===== src/rtl/idx_seq.sv =====
// Index sequencer: sweeps idx_o from 0 to a latched limit with start/done handshake and en_i stall.
// Optional macro IDX_SEQ_STRIDE_EN adds step_i (programmable stride, 0 treated as 1).
module idx_seq #(
    parameter int WIDTH = 6
) (
    input  logic             clk,
    input  logic             rst,
    input  logic             start_i,
    input  logic [WIDTH-1:0] limit_i,
`ifdef IDX_SEQ_STRIDE_EN
    input  logic [WIDTH-1:0] step_i,
`endif
    input  logic             en_i,
    output logic [WIDTH-1:0] idx_o,
    output logic             valid_o,
    output logic             last_o,
    output logic             busy_o,
    output logic             done_o
);

    typedef enum logic [1:0] {
        IDLE = 2'd0,
        RUN  = 2'd1,
        DONE = 2'd2
    } state_t;

    state_t           state_q, state_d;
    logic [WIDTH-1:0] idx_q, idx_d;
    logic [WIDTH-1:0] lim_q, lim_d;
    logic [WIDTH-1:0] step_q;
    logic             valid_q, valid_d;
    logic             busy_q, busy_d;
    logic             done_q, done_d;
    logic [WIDTH:0]   idx_sum;
    logic [WIDTH:0]   lim_p1;
    logic             last_w;

    function automatic logic [WIDTH-1:0] eff_step(input logic [WIDTH-1:0] s);
        return (s == '0) ? WIDTH'(1) : s;
    endfunction

`ifdef IDX_SEQ_STRIDE_EN
    logic [WIDTH-1:0] step_d;

    always_ff @(posedge clk) begin
        if (rst)
            step_q <= WIDTH'(1);
        else
            step_q <= step_d;
    end

    always_comb begin
        step_d = step_q;
        if (state_q == IDLE && start_i)
            step_d = eff_step(step_i);
    end
`else
    assign step_q = eff_step('0);
`endif

    // Wide compare: the next stride overshooting the limit marks the final index, never wraps.
    assign idx_sum = {1'b0, idx_q} + {1'b0, step_q};
    assign lim_p1  = {1'b0, lim_q} + (WIDTH+1)'(1);
    assign last_w  = valid_q && (idx_sum >= lim_p1);

    always_ff @(posedge clk) begin
        if (rst) begin
            state_q <= IDLE;
            idx_q   <= '0;
            lim_q   <= '0;
            valid_q <= 1'b0;
            busy_q  <= 1'b0;
            done_q  <= 1'b0;
        end else begin
            state_q <= state_d;
            idx_q   <= idx_d;
            lim_q   <= lim_d;
            valid_q <= valid_d;
            busy_q  <= busy_d;
            done_q  <= done_d;
        end
    end

    always_comb begin
        state_d = state_q;
        idx_d   = idx_q;
        lim_d   = lim_q;
        valid_d = valid_q;
        busy_d  = busy_q;
        done_d  = 1'b0;
        case (state_q)
            IDLE: begin
                if (start_i) begin
                    lim_d   = limit_i;
                    idx_d   = '0;
                    valid_d = 1'b1;
                    busy_d  = 1'b1;
                    state_d = RUN;
                end
            end
            RUN: begin
                if (en_i) begin
                    if (last_w) begin
                        valid_d = 1'b0;
                        busy_d  = 1'b0;
                        done_d  = 1'b1;
                        state_d = DONE;
                    end else begin
                        idx_d = idx_sum[WIDTH-1:0];
                    end
                end
            end
            DONE: begin
                state_d = IDLE;
            end
            default: begin
                state_d = IDLE;
                valid_d = 1'b0;
                busy_d  = 1'b0;
            end
        endcase
    end

    assign idx_o   = idx_q;
    assign valid_o = valid_q;
    assign busy_o  = busy_q;
    assign done_o  = done_q;
    assign last_o  = last_w;

endmodule

===== config.mk =====
export PLATFORM = sky130hd
export DESIGN_NAME = idx_seq
export DESIGN_NICKNAME = d
export VERILOG_FILES = /design/src/rtl/idx_seq.sv
export SDC_FILE = /design/constraint.sdc
export NUM_CORES = 1
export LEC_CHECK = 0
export CAP_MARGIN = 25
export CORE_MARGIN = 2
export CORE_UTILIZATION = 50
export CTS_CLUSTER_SIZE = 25
export DETAILED_ROUTE_END_ITERATION = 12
export GPL_ROUTABILITY_DRIVEN = 1
export MAX_ROUTING_LAYER = met4
export PLACE_DENSITY = 0.81
export SETUP_SLACK_MARGIN = 0.5
export SLEW_MARGIN = 25
export SYNTH_ARGS = -nofsm -noshare
export SYNTH_HDL_FRONTEND = slang
export SYNTH_SLANG_ARGS = --single-unit

===== constraint.sdc =====
create_clock -name clk -period 3.4 [get_ports clk]
set_clock_uncertainty 0.2 [all_clocks]
set_input_delay 0.51 -clock clk [delete_from_list [all_inputs] [get_ports clk]]
set_output_delay 0.51 -clock clk [all_outputs]
set_load 0.02 [all_outputs]

Figure 1. Sequential cells grouped by signal name (run 1).
Drawn at 8 px/um. Other sequential cells in the stronger grey, the rest of the logic in the fainter grey.
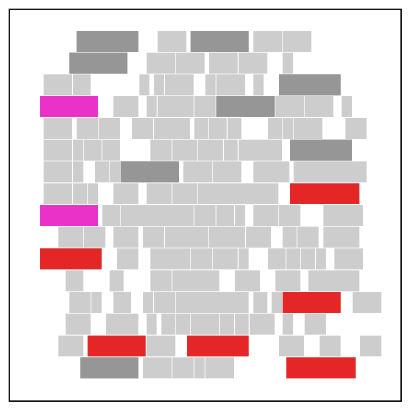
- idx_o: red (placed flops 6)
- state_q: magenta (placed flops 2)
P_seq: 204 uW
Util after Layout: 72.6%
Flop area: 334 um2
Seq/total area: 23.9%

Figure 2. Cells by drive strength (run 1).
Drawn at 10 px/um.
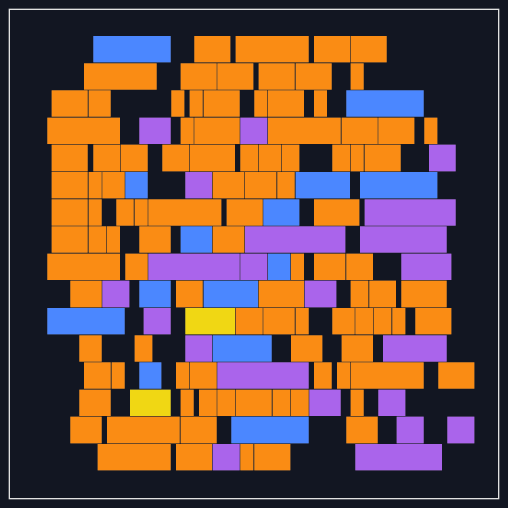
- drive 6 and up: yellow (cells 2; share 1.4%)
- drive 2: blue (cells 14; share 10%; most used dfxtp_2)
- drive 1 or less: orange (cells 101; share 73%; most used clkdlybuf4s50_1)
- drive 3 to 4: purple (cells 22; share 16%; most used buf_4)
fin area: 1400 um2
bufs w/o clock: 27
area delta synth->final: 39.0%

Figure 3. Close-up of the layout (run 1).
Region (12, 12) to (37, 37) um. Cells in grey, sequential cells in the stronger grey; small squares are vias.
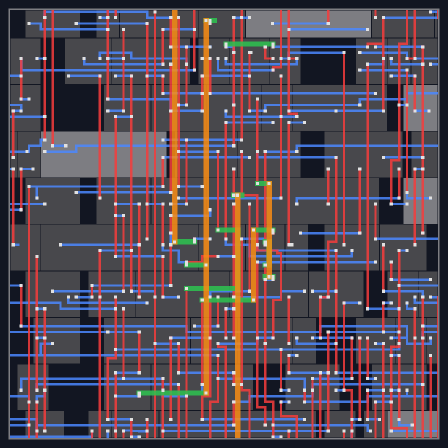
- met4: orange
- met1: blue
- met3: green
- met2: red
- cells with their middle in the window: 60
- most frequent: nand3_1 (7), xor2_1 (4), ha_1 (4)
- sequential cells in the window: 2
- netlist names of flops here include: lim_q (2)

==> results.ini, run 1 <==
[run_status]
outcome = complete, no violations

[cells_and_area]
clk_share_pct = 2.60
dominant_cells = multi-input combinational cells
comb_area_um2 = 717
logic_gate_count = 86
diodes = 0
drive_gt1_share_pct = 27.3

[power]
switching_share_pct = 29.5
power.leakage_uw = 0.000518
peakVddDrop_v = 0.000302
comb_power_share_pct = 24.5

[synth]
top_area_cell = dfxtp_1
area_leaders = dfxtp_1 (32%), ha_1 (11%), mux2i_1 (6.0%), nand3_1 (5.5%), nor2_1 (4.9%)
synth.distinct_cells = 34
common_cells = dfxtp_1 (16), nor2_1 (13), nand3_1 (11), ha_1 (9)
xor_area_share_pct = 6.11
async_flop_share_pct = 0
synth_top_cell_by_count = dfxtp_1
yosysSeqAreaShare_pct = 31.9

[die]
dieArea_um2 = 2380
taps = 27
dieHeight_um = 48.8
rows = 16
die_w_um = 48.8

[global_route]
grt_pass1_vias = 886
grt_max_degree = 17
gr-total-overflow = 0
use_met3_pct = 3.99

[placed_design]
place_area_um2 = 1220
portBuffers = 19

[setup_path]
cp_top_family = AND-OR/OR-AND gates
crit_cells = 9
critPathMaxFanout = 4
r2r_slack_ns = 0.95
cpPeakStageDelay_ns = 0.40
worstReg2RegStart = idx_o[0]$_SDFFE_PP0P_

[routing]
routedWlPerCell_um = 14.7
ant_nets = 0

[clocking]
cts_buffer_depth = 2

[min_path]
worstHoldStart = state_q[0]$_SDFFE_PP0P_

[sta]
worst_pin_slew_ns = 0.598
max_slew_margin_pct = 60.0
setup_ws_ns = 0.565

Figure 4. M2 wires (run 1).
Drawn at 8 px/um.
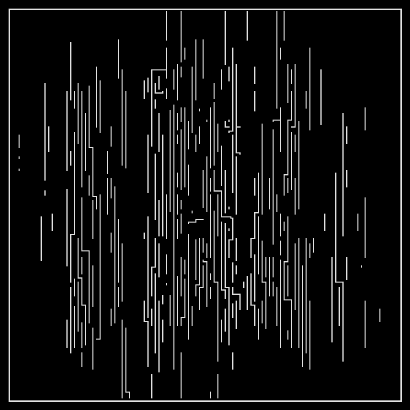

==> inputs of run 2 (changes only) <==
--- a/config.mk
+++ b/config.mk
@@ -7,12 +7,12 @@
 export LEC_CHECK = 0
 export CAP_MARGIN = 25
 export CORE_MARGIN = 2
-export CORE_UTILIZATION = 50
+export CORE_UTILIZATION = 45
 export CTS_CLUSTER_SIZE = 25
 export DETAILED_ROUTE_END_ITERATION = 12
 export GPL_ROUTABILITY_DRIVEN = 1
 export MAX_ROUTING_LAYER = met4
-export PLACE_DENSITY = 0.81
+export PLACE_DENSITY = 0.77
 export SETUP_SLACK_MARGIN = 0.5
 export SLEW_MARGIN = 25
 export SYNTH_ARGS = -nofsm -noshare
==> constraint.sdc (replaced) <==
create_clock -name clk -period 2.4 [get_ports clk]
set_clock_uncertainty 0.2 [all_clocks]
set_input_delay 0.36 -clock clk [delete_from_list [all_inputs] [get_ports clk]]
set_output_delay 0.36 -clock clk [all_outputs]
set_load 0.02 [all_outputs]
Figure 5. M2 wires (run 2).
Drawn at 8 px/um.
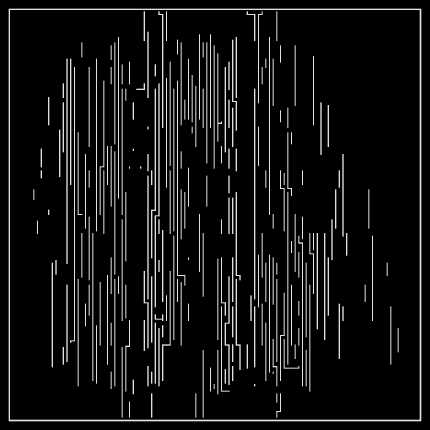
- nets with wire on the layer: 163
- wire length on this layer: 1,470 um
- share of all routed wire: 54%
- longest straight run: 34.2 um
M2 GR Usage: 35.7%
routed wire length: 2.73 mm

==> results.ini, run 2 <==
[global_route]
use_met3_pct = 2.92
grt_max_degree = 17
gr-total-overflow = 0
grt_pass1_vias = 947

[synth]
ff_type = dfxtp_1
synth.distinct_cells = 34
yosysCellCount = 113
async_flop_share_pct = 0
top_logic_kind = simple AND/OR/NAND/NOR gates
synth_top_cell_by_count = dfxtp_1
xor_area_share_pct = 6.11
common_cells = dfxtp_1 (16), nor2_1 (13), nand3_1 (11), ha_1 (9)
area_leaders = dfxtp_1 (32%), ha_1 (11%), mux2i_1 (6.0%), nand3_1 (5.5%), nor2_1 (4.9%)
top_area_cell = dfxtp_1
syn_area_per_cell_um2 = 8.88

[setup_path]
crit_cells = 9
r2r_slack_ns = -0.27
worstReg2RegStart = lim_q[4]$_SDFFE_PP0P_
cp_top_family = AND-OR/OR-AND gates
cpPeakStageDelay_ns = 0.36
cp-startpoint = lim_q[4]$_SDFFE_PP0P_

[run_status]
violations = setup timing
outcome = finished, violations left

[cells_and_area]
buffers = 46
syn_to_final_growth_pct = 56.2
logic_gate_count = 86
dominant_cells = multi-input combinational cells
seq_share_pct = 21.5
final_util_pct = 72.3
final_cell_area_um2 = 1570
diodes = 0
comb_area_um2 = 724
drive_gt1_share_pct = 36.1
clk_share_pct = 1.68

[sta]
setup_viol = 11
setup_ws_ns = -0.359
max_slew_margin_pct = 57.0
fmax_mhz = 362
worst_pin_slew_ns = 0.642
slew_violations = 0

[die]
taps = 28
die_w_um = 51.2
dieHeight_um = 51.2
dieArea_um2 = 2620
rows = 17
fp-utilization_pct = 46.3

[routing]
post_drt_via_cell_ratio = 5.40
routedWlPerCell_um = 14.7
vias = 1005
ant_nets = 0

[placed_design]
portBuffers = 19
place_area_um2 = 1380
pre_cts_ws_ns = -0.500

[power]
maxPowerGroup = sequential cells
power.leakage_uw = 0.000684
peakVddDrop_v = 0.000495
switching_share_pct = 30.3
comb_power_share_pct = 34.4

[clocking]
cts_buffer_depth = 2

[min_path]
worstHoldStart = state_q[0]$_SDFFE_PP0P_

Figure 6. Sequential cells grouped by signal name (run 2).
Drawn at 8 px/um. Other sequential cells in the stronger grey, the rest of the logic in the fainter grey.
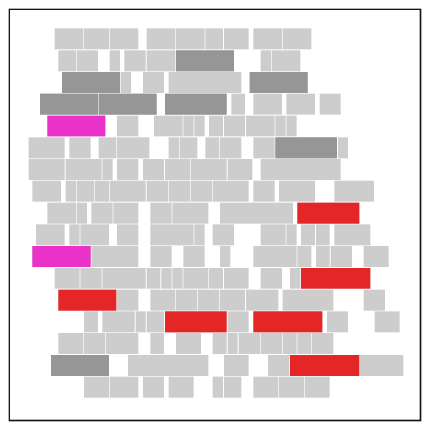
- idx_o: red (placed flops 6)
- state_q: magenta (placed flops 2)
- not coloured: 8
P_seq: 286 uW
Flop area: 337 um2

Figure 7. Cells by drive strength (run 2).
Drawn at 10 px/um.
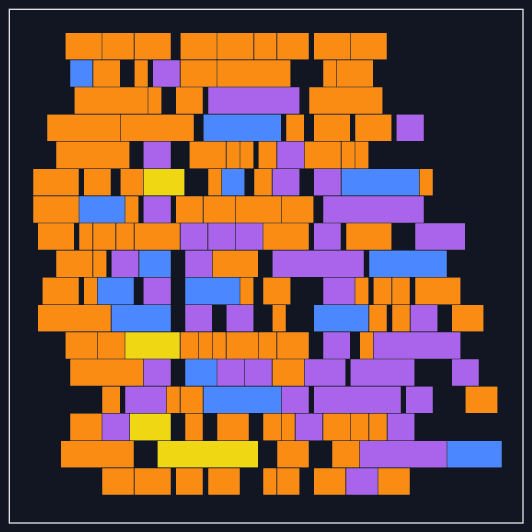

==> inputs of run 3 (changes only) <==
==> constraint.sdc (replaced) <==
create_clock -name clk -period 2.4 [get_ports clk]
set_clock_uncertainty 0.2 [all_clocks]
set_input_delay 0.36 -clock clk [delete_from_list [all_inputs] [get_ports clk]]
set_output_delay 0.36 -clock clk [all_outputs]
set_load 0.05 [all_outputs]
Figure 8. Cells by drive strength (run 3).
Drawn at 10 px/um.
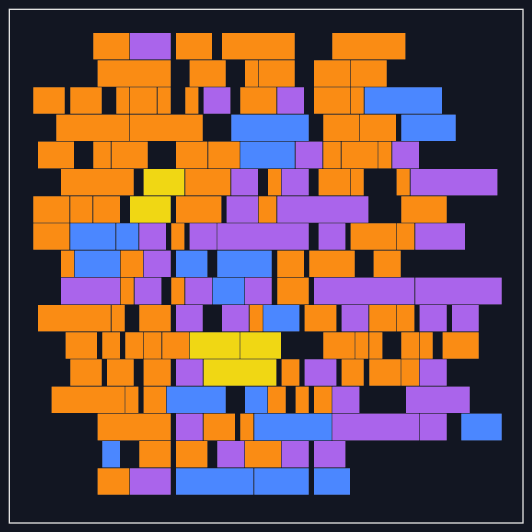
- drive 2: blue (cells 19; share 12%; most used dfxtp_2)
- drive 3 to 4: purple (cells 39; share 25%; most used buf_4)
- drive 1 or less: orange (cells 93; share 60%; most used nor2_1)
- drive 6 and up: yellow (cells 5; share 3.2%; most used buf_6)
area delta synth->final: 56.5%
fin area: 1570 um2
bufs w/o clock: 44

Figure 9. Close-up of the layout (run 3).
Region (13, 13) to (38, 38) um. Cells in grey, sequential cells in the stronger grey; small squares are vias.
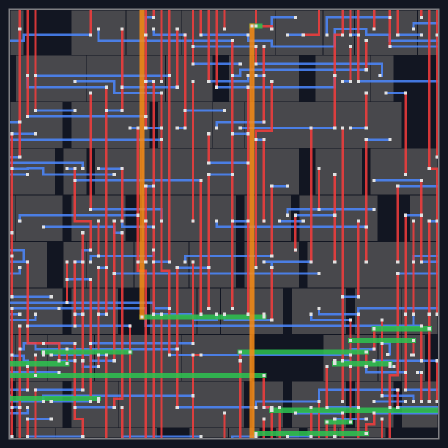
- met1: blue
- met4: orange
- met3: green
- met2: red
- most frequent: buf_4 (13)
- cells with their middle in the window: 60
- sequential cells in the window: 0

==> results.ini, run 3 <==
[cells_and_area]
diodes = 0
dominant_cells = multi-input combinational cells
comb_area_um2 = 751
drive_gt1_share_pct = 40.4
clk_share_pct = 2.31

[synth]
top_area_cell = dfxtp_1
area_leaders = dfxtp_1 (32%), ha_1 (11%), mux2i_1 (6.0%), nand3_1 (5.5%), nor2_1 (4.9%)
synth.distinct_cells = 34
synth_top_cell_by_count = dfxtp_1
yosysSeqAreaShare_pct = 31.9

[run_status]
outcome = finished, violations left
violations = setup timing

[sta]
fmax_mhz = 364
setup_ws_ns = -0.347
worst_pin_slew_ns = 0.608
setup_viol = 11
max_slew_margin_pct = 59.4

[placed_design]
pre_cts_ws_ns = -0.0791
place_area_um2 = 1380

[setup_path]
crit_cells = 8
critPathMaxFanout = 3
worstReg2RegStart = idx_o[0]$_SDFFE_PP0P_
cp_top_family = adder cells
r2r_slack_ns = -0.23

[clocking]
cts_buffer_depth = 2

[die]
rows = 17
taps = 28
fp-utilization_pct = 46.3
dieHeight_um = 51.2

[routing]
post_drt_via_cell_ratio = 5.58
ant_nets = 0
vias = 1026

[power]
sequentialPower_uw = 288
comb_power_share_pct = 32.4
power.leakage_uw = 0.000642
peakVddDrop_v = 0.000432

[global_route]
use_met3_pct = 5.26
use_met2_pct = 39.4
gr-total-overflow = 0
grt_pass1_vias = 991

Power and IR drop assume default switching activity.
